File: src/rtl/usb2_ep_arbiter.sv
// usb2_ep_arbiter
//   Routes the USB2 protocol engine's buffer handshake to one of three
//   endpoints, chosen by the most recent token.
//
//   Token path
//     tok_strobe/tok_ep/tok_pid  decoded token.
//                                EP0..EP2 select an endpoint.
//                                Higher numbers stall.
//     ep_stall                   one-cycle pulse for a nonexistent endpoint.
//   Protocol side
//     buf_in_commit / buf_in_commit_ack  OUT/SETUP payload handshake
//     buf_out_arm / buf_out_arm_ack      IN payload handshake
//     buf_in_ready, buf_out_q, buf_out_len, buf_out_hasdata
//                                        view of the selected endpoint.
//                                        These read 0 while idle.
//   Endpoint side (3 endpoints, packed vectors)
//     ep_commit/ep_commit_ack, ep_arm/ep_arm_ack  per-endpoint handshakes
//     ep_in_ready, ep_out_q, ep_out_len, ep_out_hasdata  endpoint status
//   Status
//     data_toggle  per-endpoint DATA0/DATA1 bit
//     err_timeout  sticky flag; set when an endpoint did not acknowledge
//                  within TIMEOUT cycles.
//   TIMEOUT must lie in 1..255 so that the 8-bit wait counter can reach it.
module usb2_ep_arbiter #(
  parameter int TIMEOUT = 255
) (
  input  logic        phy_clk,
  input  logic        reset_n,
  input  logic        tok_strobe,
  input  logic [3:0]  tok_ep,
  input  logic [3:0]  tok_pid,
  input  logic        buf_in_commit,
  output logic        buf_in_commit_ack,
  output logic        buf_in_ready,
  input  logic        buf_out_arm,
  output logic        buf_out_arm_ack,
  output logic [7:0]  buf_out_q,
  output logic [9:0]  buf_out_len,
  output logic        buf_out_hasdata,
  output logic        ep_stall,
  input  logic [2:0]  ep_in_ready,
  output logic [2:0]  ep_commit,
  input  logic [2:0]  ep_commit_ack,
  output logic [2:0]  ep_arm,
  input  logic [2:0]  ep_arm_ack,
  input  logic [23:0] ep_out_q,
  input  logic [29:0] ep_out_len,
  input  logic [2:0]  ep_out_hasdata,
  output logic [2:0]  data_toggle,
  output logic        err_timeout
);

  localparam logic [3:0] PID_SETUP   = 4'h2;
  localparam logic [8:0] TIMEOUT_LIM = 9'(TIMEOUT);

  typedef enum logic [2:0] {
    ST_IDLE        = 3'd0,
    ST_ACTIVE      = 3'd1,
    ST_COMMIT_WAIT = 3'd2,
    ST_ARM_WAIT    = 3'd3,
    ST_RELEASE     = 3'd4
  } state_t;

  state_t      state_q, state_d;
  logic [1:0]  sel_q, sel_d;
  logic [7:0]  cnt_q, cnt_d;
  logic [2:0]  toggle_q, toggle_d;
  logic        stall_q, stall_d;
  logic        err_q, err_d;

  logic [2:0]  sel_oh_s;
  logic        commit_ack_sel_s;
  logic        arm_ack_sel_s;
  logic        tok_valid_s;
  logic        tok_setup_ep0_s;
  logic [8:0]  cnt_next_s;
  logic        tmo_hit_s;

  // One-hot decode of an endpoint index; index 3 selects nothing.
  function automatic logic [2:0] ep_onehot(input logic [1:0] idx);
    logic [2:0] oh;
    case (idx)
      2'd0:    oh = 3'b001;
      2'd1:    oh = 3'b010;
      2'd2:    oh = 3'b100;
      default: oh = 3'b000;
    endcase
    return oh;
  endfunction

  assign sel_oh_s         = ep_onehot(sel_q);
  // Masking with the one-hot select discards acks from unselected endpoints.
  assign commit_ack_sel_s = |(ep_commit_ack & sel_oh_s);
  assign arm_ack_sel_s    = |(ep_arm_ack & sel_oh_s);
  assign tok_valid_s      = (tok_ep <= 4'd2);
  // A SETUP to EP0 starts a control transfer; its data stage is DATA1.
  assign tok_setup_ep0_s  = (tok_pid == PID_SETUP) && (tok_ep == 4'd0);
  assign cnt_next_s       = {1'b0, cnt_q} + 9'd1;
  assign tmo_hit_s        = (cnt_next_s == TIMEOUT_LIM);

  // Next-state, select, wait counter, toggle and status computation.
  always_comb begin
    state_d  = state_q;
    sel_d    = sel_q;
    cnt_d    = cnt_q;
    toggle_d = toggle_q;
    stall_d  = 1'b0;
    err_d    = err_q;
    case (state_q)
      ST_IDLE: begin
        if (tok_strobe) begin
          if (tok_valid_s) begin
            sel_d   = tok_ep[1:0];
            state_d = ST_ACTIVE;
            if (tok_setup_ep0_s) begin
              toggle_d[0] = 1'b1;
            end else begin
              toggle_d[0] = toggle_q[0];
            end
          end else begin
            stall_d = 1'b1;
          end
        end else begin
          state_d = ST_IDLE;
        end
      end
      ST_ACTIVE: begin
        if (buf_in_commit) begin
          // Commit wins over a simultaneous arm.
          cnt_d   = 8'd0;
          state_d = ST_COMMIT_WAIT;
        end else if (buf_out_arm) begin
          cnt_d   = 8'd0;
          state_d = ST_ARM_WAIT;
        end else if (tok_strobe && tok_valid_s) begin
          // No transfer started yet: a fresh token re-targets the endpoint.
          sel_d = tok_ep[1:0];
          if (tok_setup_ep0_s) begin
            toggle_d[0] = 1'b1;
          end else begin
            toggle_d[0] = toggle_q[0];
          end
        end else begin
          state_d = ST_ACTIVE;
        end
      end
      ST_COMMIT_WAIT: begin
        if (commit_ack_sel_s) begin
          toggle_d = toggle_q ^ sel_oh_s;
          state_d  = ST_RELEASE;
        end else if (tmo_hit_s) begin
          err_d   = 1'b1;
          state_d = ST_RELEASE;
        end else begin
          cnt_d = cnt_next_s[7:0];
        end
      end
      ST_ARM_WAIT: begin
        if (arm_ack_sel_s) begin
          toggle_d = toggle_q ^ sel_oh_s;
          state_d  = ST_RELEASE;
        end else if (tmo_hit_s) begin
          err_d   = 1'b1;
          state_d = ST_RELEASE;
        end else begin
          cnt_d = cnt_next_s[7:0];
        end
      end
      ST_RELEASE: begin
        // Wait for both sides to drop their handshake before taking a new token.
        if (!buf_in_commit && !buf_out_arm && !commit_ack_sel_s && !arm_ack_sel_s) begin
          state_d = ST_IDLE;
        end else begin
          state_d = ST_RELEASE;
        end
      end
      default: begin
        state_d = ST_IDLE;
      end
    endcase
  end

  // State and status registers with asynchronous active-low reset.
  always_ff @(posedge phy_clk or negedge reset_n) begin
    if (!reset_n) begin
      state_q  <= ST_IDLE;
      sel_q    <= 2'd0;
      cnt_q    <= 8'd0;
      toggle_q <= 3'b000;
      stall_q  <= 1'b0;
      err_q    <= 1'b0;
    end else begin
      state_q  <= state_d;
      sel_q    <= sel_d;
      cnt_q    <= cnt_d;
      toggle_q <= toggle_d;
      stall_q  <= stall_d;
      err_q    <= err_d;
    end
  end

  // The handshake strobes decode the state register directly.
  // A reset therefore drops them without waiting for a clock.
  assign ep_commit         = (state_q == ST_COMMIT_WAIT) ? sel_oh_s : 3'b000;
  assign ep_arm            = (state_q == ST_ARM_WAIT)    ? sel_oh_s : 3'b000;
  assign buf_in_commit_ack = (state_q == ST_COMMIT_WAIT) & commit_ack_sel_s;
  assign buf_out_arm_ack   = (state_q == ST_ARM_WAIT)    & arm_ack_sel_s;
  assign ep_stall          = stall_q;
  assign err_timeout       = err_q;
  assign data_toggle       = toggle_q;

  // Status mux: shows the selected endpoint outside IDLE, and zero while idle.
  always_comb begin
    buf_out_q       = 8'h00;
    buf_out_len     = 10'd0;
    buf_out_hasdata = 1'b0;
    buf_in_ready    = 1'b0;
    if (state_q != ST_IDLE) begin
      case (sel_q)
        2'd0: begin
          buf_out_q       = ep_out_q[7:0];
          buf_out_len     = ep_out_len[9:0];
          buf_out_hasdata = ep_out_hasdata[0];
          buf_in_ready    = ep_in_ready[0];
        end
        2'd1: begin
          buf_out_q       = ep_out_q[15:8];
          buf_out_len     = ep_out_len[19:10];
          buf_out_hasdata = ep_out_hasdata[1];
          buf_in_ready    = ep_in_ready[1];
        end
        2'd2: begin
          buf_out_q       = ep_out_q[23:16];
          buf_out_len     = ep_out_len[29:20];
          buf_out_hasdata = ep_out_hasdata[2];
          buf_in_ready    = ep_in_ready[2];
        end
        default: begin
          buf_out_q       = 8'h00;
          buf_out_len     = 10'd0;
          buf_out_hasdata = 1'b0;
          buf_in_ready    = 1'b0;
        end
      endcase
    end else begin
      buf_out_q       = 8'h00;
      buf_out_len     = 10'd0;
      buf_out_hasdata = 1'b0;
      buf_in_ready    = 1'b0;
    end
  end

endmodule

File: config.mk
export PLATFORM = sky130hd
export DESIGN_NAME = usb2_ep_arbiter
export DESIGN_NICKNAME = d
export VERILOG_FILES = /design/src/rtl/usb2_ep_arbiter.sv
export SDC_FILE = /design/constraint.sdc
export NUM_CORES = 1
export LEC_CHECK = 0
export ABC_AREA = 1
export CELL_PAD_IN_SITES_DETAIL_PLACEMENT = 1
export CELL_PAD_IN_SITES_GLOBAL_PLACEMENT = 1
export CORE_MARGIN = 3
export CORE_UTILIZATION = 23
export CTS_CLUSTER_SIZE = 20
export DETAILED_ROUTE_END_ITERATION = 12
export GPL_TIMING_DRIVEN = 0
export MAX_ROUTING_LAYER = met4
export PLACE_DENSITY_LB_ADDON = 0.1
export SYNTH_ARGS = -nofsm -noshare
export SYNTH_HDL_FRONTEND = slang
export SYNTH_SLANG_ARGS = --single-unit
File: constraint.sdc
create_clock -name phy_clk -period 2.3 [get_ports phy_clk]
set_clock_uncertainty 0.1 [all_clocks]
set_input_delay 0.46 -clock phy_clk [delete_from_list [all_inputs] [get_ports phy_clk]]
set_output_delay 0.46 -clock phy_clk [all_outputs]
set_load 0.05 [all_outputs]
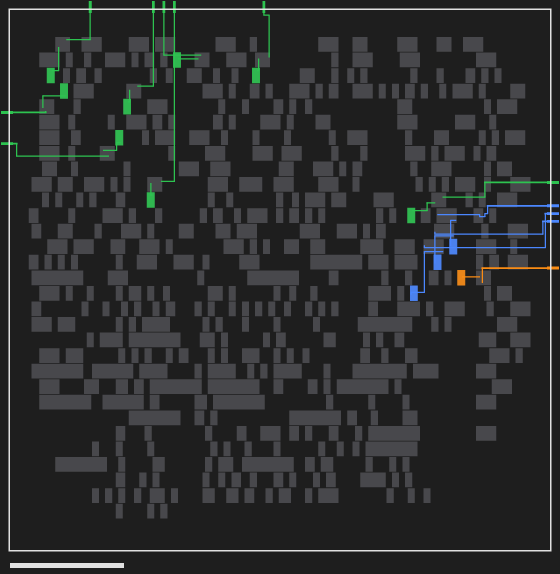
*Nets reached from selected ports*
The bar under the picture is 20 um long.
Green stands for buf_out_q, bits 8, direction output, end cells 8, wire 157 um. Blue stands for ep_in_ready, bits 3, direction input, end cells 3, wire 97.9 um. Orange stands for buf_in_ready, bits 1, direction output, end cells 1, wire 17.0 um.
# IOs: 112
port bufs: 111

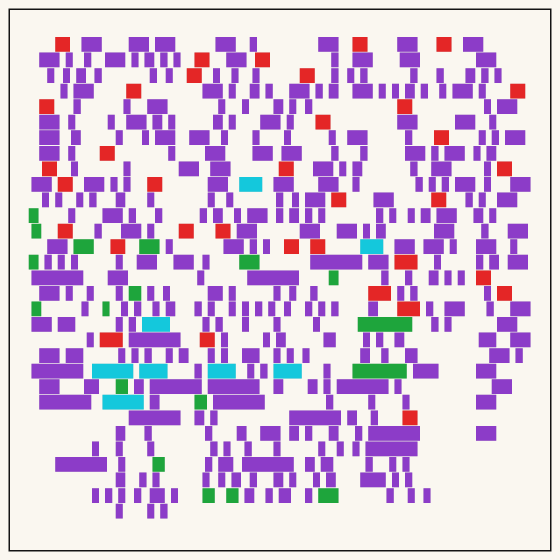
*Sizing map*
Red stands for _3 and _4 cells, cells 35, share 8.0%, most used clkbuf_4. Purple stands for _0 and _1 cells, cells 375, share 86%, most used nand2_1. Green stands for _2 cells, cells 18, share 4.1%, most used buf_2. Cyan stands for _6 and larger, cells 8, share 1.8%, most used clkbuf_8.

==> run summary <==
run results: outcome=complete, no violations, Seq pwr share=a little over an eighth, Die ar.=8914 sq um, Final HPWL DP=around 5.7 mm, final setup vio count=0, Top cells excl fill/tap=nand2_1 (138), clkdlybuf4s50_1 (83), inv_1 (52), worst min path class=flip-flop to flip-flop, crit start category=flip-flop, Synth async-reset ratio=100.0%, CTS resizes=approximately 150, ANT nets after route=0, DP Worst Slack=-0.5504 ns, fp util=between 20% and 30%, CP Cell Sequence=inv_1, nor2_4, nand2_1, nand3_2, nand2_2, inv_1, clkdlybuf4s18_2, CP endpoint=buf_out_arm_ack, CTS tree=built, H-Tree Depth=1, # DRC=0, Max Fanout on Critical Path=6, commonest cells in the netlist=nand2_1 (138), inv_1 (52), nand3_1 (34), cell with the most instances after synthesis=nand2_1, critical path required time=between 1.5 and 2 ns, vias in the first global route=2409, CTS root buf=clkbuf_8, Hold Crit Endpoint=err_timeout, Final Max Tran Viols=0, worst setup path start=sel_q[1], register share after synthesis=between 20% and 30%, initial antenna violation count=0, slowest CP cell=dfrtp_2, total power=3.748 mW, RSZ-0062 raised after global routing=true, vias per cell=between 4 and 5, Net Sw Power=roughly 2.2 mW, share of post-route cells with drive strength above 1=approximately 14%, diodes inserted=0, synthesis-to-layout area growth=70.22%, Commonest flop=dfrtp_1, CP bufs+invs=3
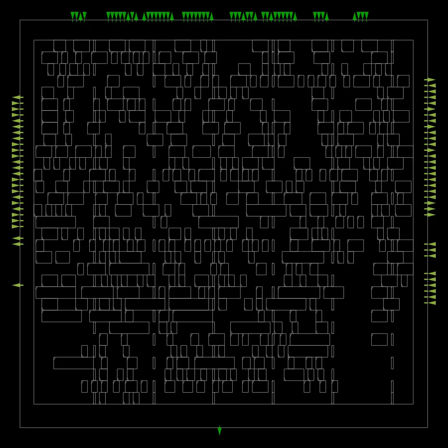
*Cell outlines without signal wires*
standard-cell rows: 31
final non-filler cell total: 535
post-layout util: 41.31%
flip-flops: 18

## kinds of logic after synthesis
kind of cell | Yosys count | share of synthesized area (%)
AOI/OAI and AO/OA | 11 | 3.619
adders and majority gates | 2 | 1.392
buffers and inverters | 64 | 13.92
and+or+nand+nor | 222 | 54.56
DFF | 18 | 25.05
xor gates and xnor gates | 3 | 1.462
## power by group through the flow
| stage | Sequential [mW] | Clock (mW) | Combinational, mW |
|---|---|---|---|
| finish | 0.497 | 0.265 | 2.99 |
| global route | 0.511 | 0.286 | 3.29 |
| detailed placement | 0.491 | 0 | 3.05 |
| CTS | 0.497 | 0.273 | 2.91 |
| global placement | 0.490 | 0 | 3.02 |
| floorplan | 0.579 | 0 | 1.95 |
## worst register-to-register path, cell delays in order, from the launching register on
cell and delay [ns]:
dfrtp_1 0.47, ha_1 0.30, inv_1 0.06, nand2_1 0.06
nand2_1 0.06, nor2_1 0.11, nand3_1 0.11, nor2_1 0.13
nand2_2 0.13, nand2_8 0.13, nand2_8 0.08, nand2_1 0.06
nand2_1 0.05
## metal layers
layer | routed length (um) | up-vias | share of wire (%) | track usage [%]
li1 | - | 1193 | - | -
met1 | 3223 | 1059 | 46 | 22.11
met2 | 3282 | 72 | 47 | 26.77
met3 | 464 | 6 | 6.6 | 3.028
met4 | 59 | 0 | 0.84 | 1.564
met5 | 0 | - | 0 | -
## area by class of cell
| type | instances | area (sq um) |
|---|---|---|
| Clock buffer | 4 | 55.05 |
| Inverter | 53 | 198.9 |
| Tap cell | 99 | 123.9 |
| Multi-Input combinational cell | 238 | 1105 |
| Buffer | 11 | 83.83 |
| Sequential cell | 18 | 452.9 |
| Fill cell | 977 | 4348 |
| Timing Repair Buffer | 112 | 1041 |
Power figures rest on the tool's default switching activity, not on a simulated workload.
